## config.mk

```make
export PLATFORM = sky130hd
export DESIGN_NAME = fpu_resp_credit_buffer
export DESIGN_NICKNAME = d
export VERILOG_FILES = /design/src/rtl/fpu_resp_credit_buffer.sv
export SDC_FILE = /design/constraint.sdc
export NUM_CORES = 1
export LEC_CHECK = 0
export CORE_UTILIZATION = 49
export DETAILED_ROUTE_END_ITERATION = 6
export PLACE_DENSITY = 0.75
export SETUP_SLACK_MARGIN = 0.4
export SLEW_MARGIN = 30
export SYNTH_ARGS = -nofsm -noshare
export SYNTH_HDL_FRONTEND = slang
export SYNTH_SLANG_ARGS = --single-unit
```

## constraint.sdc

```tcl
create_clock -name clk -period 2.95 [get_ports clk]
set_input_delay 0.59 -clock clk [delete_from_list [all_inputs] [get_ports clk]]
set_output_delay 0.59 -clock clk [all_outputs]
set_load 0.03 [all_outputs]
```

## src/rtl/fpu_resp_credit_buffer.sv

```systemverilog
// Credit-managed response buffer between a requester and an FPU wrapper.
// Requests are only forwarded while credits remain. A credit covers an
// operation from issue until its result is popped by the consumer. Results
// are stored in a first-word-fall-through FIFO in the order the FPU returns
// them. Protocol errors, meaning unexpected or unstorable results, raise a
// sticky overflow flag.
module fpu_resp_credit_buffer #(
    parameter int ID_WIDTH        = 9,
    parameter int DATA_WIDTH      = 32,
    parameter int FLAGS_OUT_WIDTH = 5,
    parameter int DEPTH           = 4
) (
    input  logic                         clk,
    input  logic                         rst_n,

    input  logic                         req_i,
    output logic                         gnt_o,

    output logic                         fpu_req_o,
    input  logic                         fpu_gnt_i,

    input  logic                         fpu_rvalid_i,
    input  logic [DATA_WIDTH-1:0]        fpu_rdata_i,
    input  logic [FLAGS_OUT_WIDTH-1:0]   fpu_rflags_i,
    input  logic [ID_WIDTH-1:0]          fpu_rID_i,

    output logic                         rvalid_o,
    input  logic                         rready_i,
    output logic [DATA_WIDTH-1:0]        rdata_o,
    output logic [FLAGS_OUT_WIDTH-1:0]   rflags_o,
    output logic [ID_WIDTH-1:0]          rID_o,

    output logic [$clog2(DEPTH+1)-1:0]   credits_o,
    output logic                         overflow_o
);

    localparam int CW = $clog2(DEPTH + 1);
    localparam int PW = (DEPTH > 1) ? $clog2(DEPTH) : 1;

    localparam logic [CW-1:0] DEPTH_C   = CW'(DEPTH);
    localparam logic [CW:0]   DEPTH_W   = (CW + 1)'(DEPTH);
    localparam logic [PW-1:0] LAST_SLOT = PW'(DEPTH - 1);

    // Occupancy state
    logic [CW-1:0] inflight;
    logic [CW-1:0] count;
    logic [PW-1:0] head_ptr;
    logic [PW-1:0] tail_ptr;

    // Payload storage; not reset because it is only observed while rvalid_o = 1
    logic [DATA_WIDTH-1:0]      data_mem  [DEPTH];
    logic [FLAGS_OUT_WIDTH-1:0] flags_mem [DEPTH];
    logic [ID_WIDTH-1:0]        id_mem    [DEPTH];

    // Per-cycle events
    logic          has_credit;
    logic          issue;
    logic          ret_ok;
    logic          ret_orphan;
    logic          pop;
    logic          full;
    logic          store;
    logic          drop;
    logic [CW:0]   used_w;
    logic [CW:0]   free_w;

    // Free credits, clamped at zero so that a spurious stored result cannot
    // make the subtraction wrap around
    always_comb begin
        used_w    = {1'b0, inflight} + {1'b0, count};
        free_w    = DEPTH_W - used_w;
        credits_o = '0;
        if (used_w < DEPTH_W) begin
            credits_o = free_w[CW-1:0];
        end
    end

    // Handshake gating and event decode
    always_comb begin
        has_credit = (credits_o != '0);
        fpu_req_o  = req_i & has_credit;
        gnt_o      = fpu_gnt_i & has_credit;
        issue      = fpu_req_o & fpu_gnt_i;

        rvalid_o   = (count != '0);
        pop        = rvalid_o & rready_i;
        full       = (count == DEPTH_C);

        ret_ok     = fpu_rvalid_i & (inflight != '0);
        ret_orphan = fpu_rvalid_i & (inflight == '0);
        // Storing into a full buffer is allowed when the head leaves in the same cycle
        store      = fpu_rvalid_i & (~full | pop);
        drop       = fpu_rvalid_i & full & ~pop;
    end

    // Head entry is presented combinationally (first-word fall-through)
    always_comb begin
        rdata_o  = data_mem[head_ptr];
        rflags_o = flags_mem[head_ptr];
        rID_o    = id_mem[head_ptr];
    end

    // In-flight operation counter: +1 on issue, -1 on a matched return
    always_ff @(posedge clk or negedge rst_n) begin
        if (!rst_n) begin
            inflight <= '0;
        end else begin
            case ({issue, ret_ok})
                2'b10:   inflight <= inflight + 1'b1;
                2'b01:   inflight <= inflight - 1'b1;
                default: inflight <= inflight;
            endcase
        end
    end

    // Stored entry counter: +1 on store, -1 on pop
    always_ff @(posedge clk or negedge rst_n) begin
        if (!rst_n) begin
            count <= '0;
        end else begin
            case ({store, pop})
                2'b10:   count <= count + 1'b1;
                2'b01:   count <= count - 1'b1;
                default: count <= count;
            endcase
        end
    end

    // Circular head/tail pointers wrapping from DEPTH-1 back to 0
    always_ff @(posedge clk or negedge rst_n) begin
        if (!rst_n) begin
            head_ptr <= '0;
            tail_ptr <= '0;
        end else begin
            if (pop) begin
                head_ptr <= (head_ptr == LAST_SLOT) ? '0 : head_ptr + 1'b1;
            end
            if (store) begin
                tail_ptr <= (tail_ptr == LAST_SLOT) ? '0 : tail_ptr + 1'b1;
            end
        end
    end

    // Payload write into the tail slot
    always_ff @(posedge clk) begin
        if (store) begin
            data_mem[tail_ptr]  <= fpu_rdata_i;
            flags_mem[tail_ptr] <= fpu_rflags_i;
            id_mem[tail_ptr]    <= fpu_rID_i;
        end
    end

    // Sticky protocol-error flag: result without an outstanding op, or no room to store it
    always_ff @(posedge clk or negedge rst_n) begin
        if (!rst_n) begin
            overflow_o <= 1'b0;
        end else if (ret_orphan | drop) begin
            overflow_o <= 1'b1;
        end
    end

endmodule

```

run_1/ff_map.png
Other sequential cells in the stronger grey, the rest of the logic in the fainter grey.
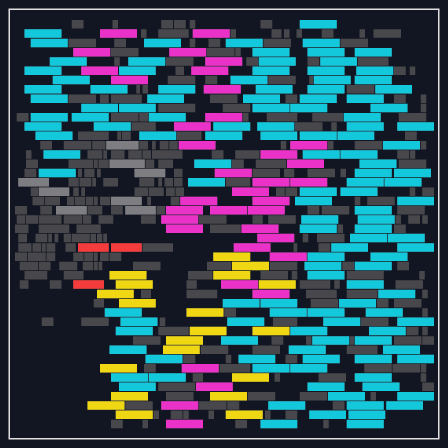
Magenta shows id_mem, flops 36. Cyan shows data_mem, flops 128, where all over the die. Red shows inflight, flops 3. Yellow shows flags_mem, flops 20.
final core utilization: 63.74%
Reg area: 5806 um^2
Seq area share: 61.97%

run_1/clock_wires.png
The bar under the picture is 50 um long.
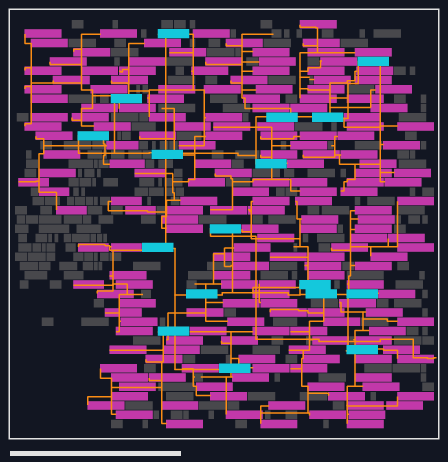
Orange shows clock wires, length 2000 um. Cyan shows clock-net drivers, count 17. Magenta shows flip-flops, count 195.
There are 18 routed clock nets. Position of the flops: all over the die.
Clock power frac: 21.7%
Late-Pin Clk Latency: 430 ps

==> Changelog: implementation, run 1 <==
### Implementation results

* LEAKAGE at ~3.3 nW
* Cell Area, Placed at 8881 um^2
* Post-DR wirelength/cell at ~20 um
* Clk pin slew, worst setup/hold paths at around 60 ps
* Inverters, non-clock at 12
* Fp util at approximately half
* Multi-input logic portion of the cell area at between 15 and 20%
* Syn_nets at approximately 380
* Asr flop ratio synth at ~5.6%
* Buffers added on ports at 104
* Vias per cell at about 5.4
* Seq pwr share at between 30% and 40%
* Tmin final at roughly 2900 ps
* Post-DRT Antenna Nets at 0
* Post-Synthesis Cells at roughly 320
* Placed cells at a little over 600
* Yosys adder share at 2.657%
* RSZ-0062 raised after global routing: yes
* Library cells used by synthesis at 28
* Switch Pwr at around 0.0037 W
* DRC at 26
* CP required at ~2400 ps
* CTS tree: yes
* Final cell count without fillers at 652
* NumNets Final at between 500 and 600
* Hold Vio Cnt, Final at 0
* CP Max Fanout at 3
* Largest class: flip-flops and latches
* Final worst slack at ~64 ps
* Clock buffer depth at 2
* Commonest cells post-synth: edfxtp_1, mux4_2, inv_1
* Crit start category: flop
* Top Usage Layer GRT: met2
* Sw Ratio at 34.93%
* GRT Util Overall at between 10% and 20%
* Non-clock buffer count at approximately 130
* Failing checks: DRC
* Antenna cells at 0
* Max-slew headroom at roughly 64%
* Sum Neg Setup Slack at 0 ps
* DP HPWL at 8035 um
* CP arrival at ~2300 ps
* Worst-margin pin slew at 543.4 ps
* Overflow after GRT at 0
* Top cells by area: edfxtp_1, mux4_2, dfrtp_1
* Post-Synth Simple-Gate Area at 2.085%
* Tool warnings at 32
* Synth logic family: multiplexers
* Comb area at 1608 um^2
* Cts hold-fix bufs at 0
* Largest net degree at the start of global routing at 32
* M3 GR Usage at roughly 5.4%
* Registers at approximately 200
* VDD IR-drop max at about 1100 uV
* Area leader share at about three quarters
* Tot Pwr at between 0.01 and 0.015 W
* Synthesis-stage register bit count at just under 200
* Die X at ~130 um
* Ports at between 100 and 150
* First-pass GRT wire length at 20880 um
* Met1 global-route usage at between 20% and 30%
* Most numerous logic cell after layout: edfxtp_1
* Period utilization at 97.83%
* Routed wl met2 at about 6600 um
* XOR/XNOR Fraction of Synth Area at less than 1%
* Status: complete, but fails checks
* Yosys cell count at between 300 and 400
* Clock-cell share at 6.290%
* Max-Cap Viols at 0
* Metal-1 WL at around 5600 um
* Max Fclk at ~0.35 GHz
* Comb pwr share at 42.0%
* Met3 Wirelength at between 900 and 1000 um
* Number of global-route vias before repair at about 3.8k
* Tap Cells at 184
* Number of enable flip-flop cells at ~180
* Number of fill cells at just over 1k
* Uppermost layer routed: met4
* Post-Route WL at 13150 um
* Final Setup Violations at 0
* Clk sinks at ~200
run_1/class_map.png
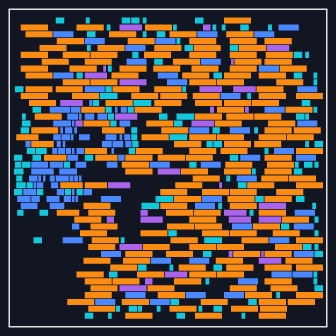
Blue shows remaining logic cells, cells 112. Purple shows clock drivers and dummy loads, cells 32. Orange shows registers, cells 195. Cyan shows remaining buffers and delay cells, cells 129.
total core area: 14700 um^2
Finished Cell Area: 9369 um^2
row cnt: 44

run 1: flip-flops by register name, indices dropped and copies added, names as in the netlist:
| name | cells |
|---|---|
| count | 3 |
| tail_ptr | 2 |
| flags_mem | 20 |
| head_ptr | 2 |
| inflight | 3 |
| overflow_o | 1 |
| data_mem | 128 |
| id_mem | 36 |
run 1: path summary, 6_finish.rpt:
check	slack [ps]	depth (start not counted)	to	startpoint
setup / recovery	60	7	gnt_o	inflight[0]$_DFFE_PN0P_
hold / removal	480	1	overflow_o$_DFFE_PN0P_	overflow_o$_DFFE_PN0P_
min in group asynchronous	520	1	count[2]$_DFFE_PN0P_	rst_n
setup reg to reg	110	12	inflight[2]$_DFFE_PN0P_	inflight[0]$_DFFE_PN0P_
max in group asynchronous	2020	1	head_ptr[0]$_DFFE_PN0P_	rst_n
hold reg to reg	480	1	overflow_o$_DFFE_PN0P_	overflow_o$_DFFE_PN0P_
run 1: power groups by stage:
stage,clock network (W),logic (W),registers (W)
detailed placement,0,0.00445,0.00396
floorplan,0,0.00286,0.00386
CTS,0.00233,0.00442,0.00383
global route,0.00245,0.00469,0.00388
finish,0.00229,0.00443,0.00383
global placement,0,0.00440,0.00392
run 1: worst max-delay path, stage by stage, from the launching register on:
cell and delay [ps]:
dfrtp_1 390, ha_2 190, fa_1 510, inv_2 50, ha_4 260, nor3_2 50, nor4b_2 230, buf_4 200
run 1: per-stage QoR:
stage	util (%)	hold slack (ps)
2_1_floorplan	-	294.4
3_3_place_gp	60.42	453.6
3_5_place_dp	60.42	460.0
4_1_cts	64.09	485.6
5_1_grt	63.74	501.0
6_report	63.74	478.4
run 1: timing repair:
action,in CTS,in global routing
pin swaps,3,1
setup buffers,8,1
setup endpoints to repair,53,21
resized,225,31
==> run 2, diff against run 1 <==
--- a/config.mk
+++ b/config.mk
@@ -5,9 +5,9 @@
 export SDC_FILE = /design/constraint.sdc
 export NUM_CORES = 1
 export LEC_CHECK = 0
-export CORE_UTILIZATION = 49
+export CORE_UTILIZATION = 40
 export DETAILED_ROUTE_END_ITERATION = 6
-export PLACE_DENSITY = 0.75
+export PLACE_DENSITY = 0.63
 export SETUP_SLACK_MARGIN = 0.4
 export SLEW_MARGIN = 30
 export SYNTH_ARGS = -nofsm -noshare
run_2/class_map.png
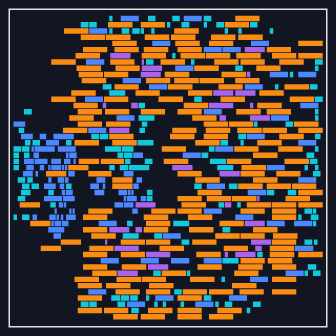
Orange shows registers, cells 195. Purple shows clock drivers and dummy loads, cells 32. Blue shows remaining logic cells, cells 112. Cyan shows remaining buffers and delay cells, cells 134.
row cnt: 49
Seq area share: 60.68%
total core area: 18090 um^2
final core utilization: 52.92%
Finished Cell Area: 9572 um^2

run_2/m4.png
Cells faint in the background.
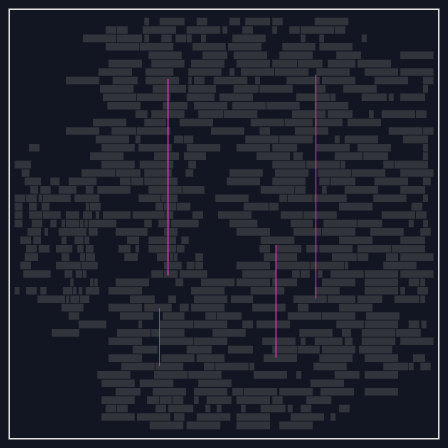
The layer holds 1.4% of the routed length. 2 nets have wire on it. The wires run mostly vertical. The longest straight run is 72.1 um. The layer carries 190 um of wire.
via count: 3547
Post-Route WL: 13710 um

run_2/clock_wires.png
The bar under the picture is 50 um long.
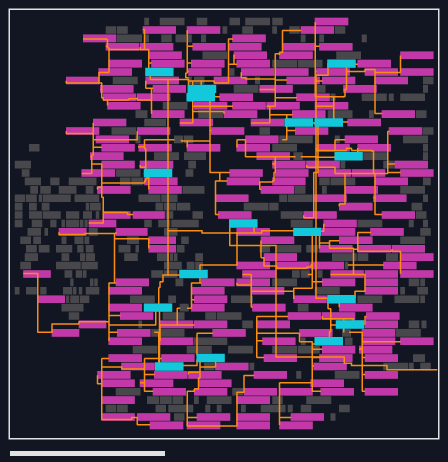
Orange shows clock wires, length 2050 um. Cyan shows clock-net drivers, count 17. Magenta shows flip-flops, count 195.
There are 18 routed clock nets.
clock group total power: 0.00229 W
clock skew: 11.03 ps
Late-Pin Clk Latency: 420 ps
Clock power frac: 21.3%

==> run 2 against run 1 <==
  * The flow still finishes with violations (DRC)
  * Clock power barely moved
  * Worst hold slack gained 2.1 ps
  * Clock skew rose by 2.3 ps
  * Sequential power hardly changed
  * Design area increased by 2.2%
  * Critical path depth unchanged
  * Largest cell class unchanged
  * Largest power group unchanged
==> Changelog: implementation, run 2 <==
### Implementation results

* Status: complete, but fails checks
* Failing checks: DRC
* Asr flop ratio synth at under 10%
* Tool warnings at 32
* Number of enable flip-flop cells at about 180
* Crit path cell chain: ha_2 > fa_2 > inv_2 > ha_4 > nor3_4 > nor4b_2 > buf_4
* Clock buffer depth at 2
* Crit-path slowest cell: fa_2
* Cell Area, Placed at about 8900 um^2
* RSZ-0062 raised after global routing: yes
* Period utilization at 98.83%
* Number of fill cells at around 1.4k
* Seq pwr share at a little over a third
* CTS tree: yes
* Max-slew headroom at around two thirds
* Crit start category: flop
* XOR/XNOR Fraction of Synth Area at less than 1%
* Worst-margin pin slew at approximately 520 ps
* Comb pwr share at 42.7%
* Comb area at around 1600 um^2
* Post-DRT Antenna Nets at 0
* Top cells by area: edfxtp_1, mux4_2, dfrtp_1
* Post-Synth Simple-Gate Area at 2.085%
* Yosys cell count at roughly 320
* Fp util at 41.13%
* Overflow after GRT at 0
* Worst Hold Depth at 1
* Clk pin slew, worst setup/hold paths at around 70 ps
* Largest register FFs at roughly 130
* Critical Path Max Stage Delay at around 530 ps
* Setup Buffers After CTS at 13
* Tot Pwr at 0.01074 W
* Final worst slack at between 30 and 40 ps
* NumNets Final at roughly 530
* Number of global-route vias before repair at 3858
* Comb pwr at around 0.0046 W
* Post-Synthesis Cells at 317
* CP arrival at ~2300 ps
* VDD IR-drop max at approximately 1000 uV
* Ports at 105
* CP required at around 2400 ps
* CP Max Fanout at 3
* DRC at 34
* Top reg by flops: data_mem
* Commonest cells post-synth: edfxtp_1, mux4_2, inv_1
* Clk sinks at between 150 and 200
* Top pwr grp: combinational cells
* Synth logic family: multiplexers
* Hold Vio Cnt, Final at 0
* Sw Ratio at roughly a third
* Area leader share at around three quarters
* First-pass GRT wire length at around 22000 um
* Max Fclk at around 0.34 GHz
## run 2: netlist changes by cell type in the layout (fill, tap and decap cells not counted), sizes merged
| cell | delta |
|---|---|
| buf | +3 |
| clkbuf | +2 |
| diode | +1 |
## run 2: metal layers
| layer | vias to the layer above | GRT usage [%] | part of all wire [%] |
|---|---|---|---|
| met2 | 77 | 25.67 | 50 |
| met1 | 1863 | 19.04 | 43 |
| met5 | - | 0 | 0 |
| li1 | 1594 | - | - |
| met3 | 13 | 3.672 | 5.2 |
| met4 | 0 | 5.855 | 1.4 |
## run 2: worst paths after layout
check                                        start                 endpoint
max reg2reg                inflight[0]$_DFFE_PN0P_  inflight[2]$_DFFE_PN0P_
max                        inflight[0]$_DFFE_PN0P_                    gnt_o
min in group asynchronous                    rst_n   overflow_o$_DFFE_PN0P_
min                         overflow_o$_DFFE_PN0P_   overflow_o$_DFFE_PN0P_
max in group asynchronous                    rst_n  head_ptr[0]$_DFFE_PN0P_
min reg2reg                 overflow_o$_DFFE_PN0P_   overflow_o$_DFFE_PN0P_
## run 2: final cells by class
type / instances / area share, %
Sequential cell: 195 / 60.68
Multi-Input combinational cell: 100 / 16.86
Timing Repair Buffer: 134 / 12.80
Clock buffer: 18 / 4.484
Tap cell: 229 / 2.993
Clock inverter: 14 / 1.686
Inverter: 12 / 0.4706
Antenna cell: 1 / 0.02614
## run 2: through the flow
stage	util, %	TNS [ps]
6_report	52.92	0
2_1_floorplan	-	0
3_5_place_dp	49.44	0
3_3_place_gp	49.44	0
4_1_cts	52.85	0
5_1_grt	52.91	-142.5
## run 2: critical path, delay by kind of cell, from the launching register on
kind          cells  cell delay (ps)
buf+inv           2              250
fa+ha+maj         3             1000
simple gates      2              260
flops             1              390
Power and IR drop assume default switching activity.
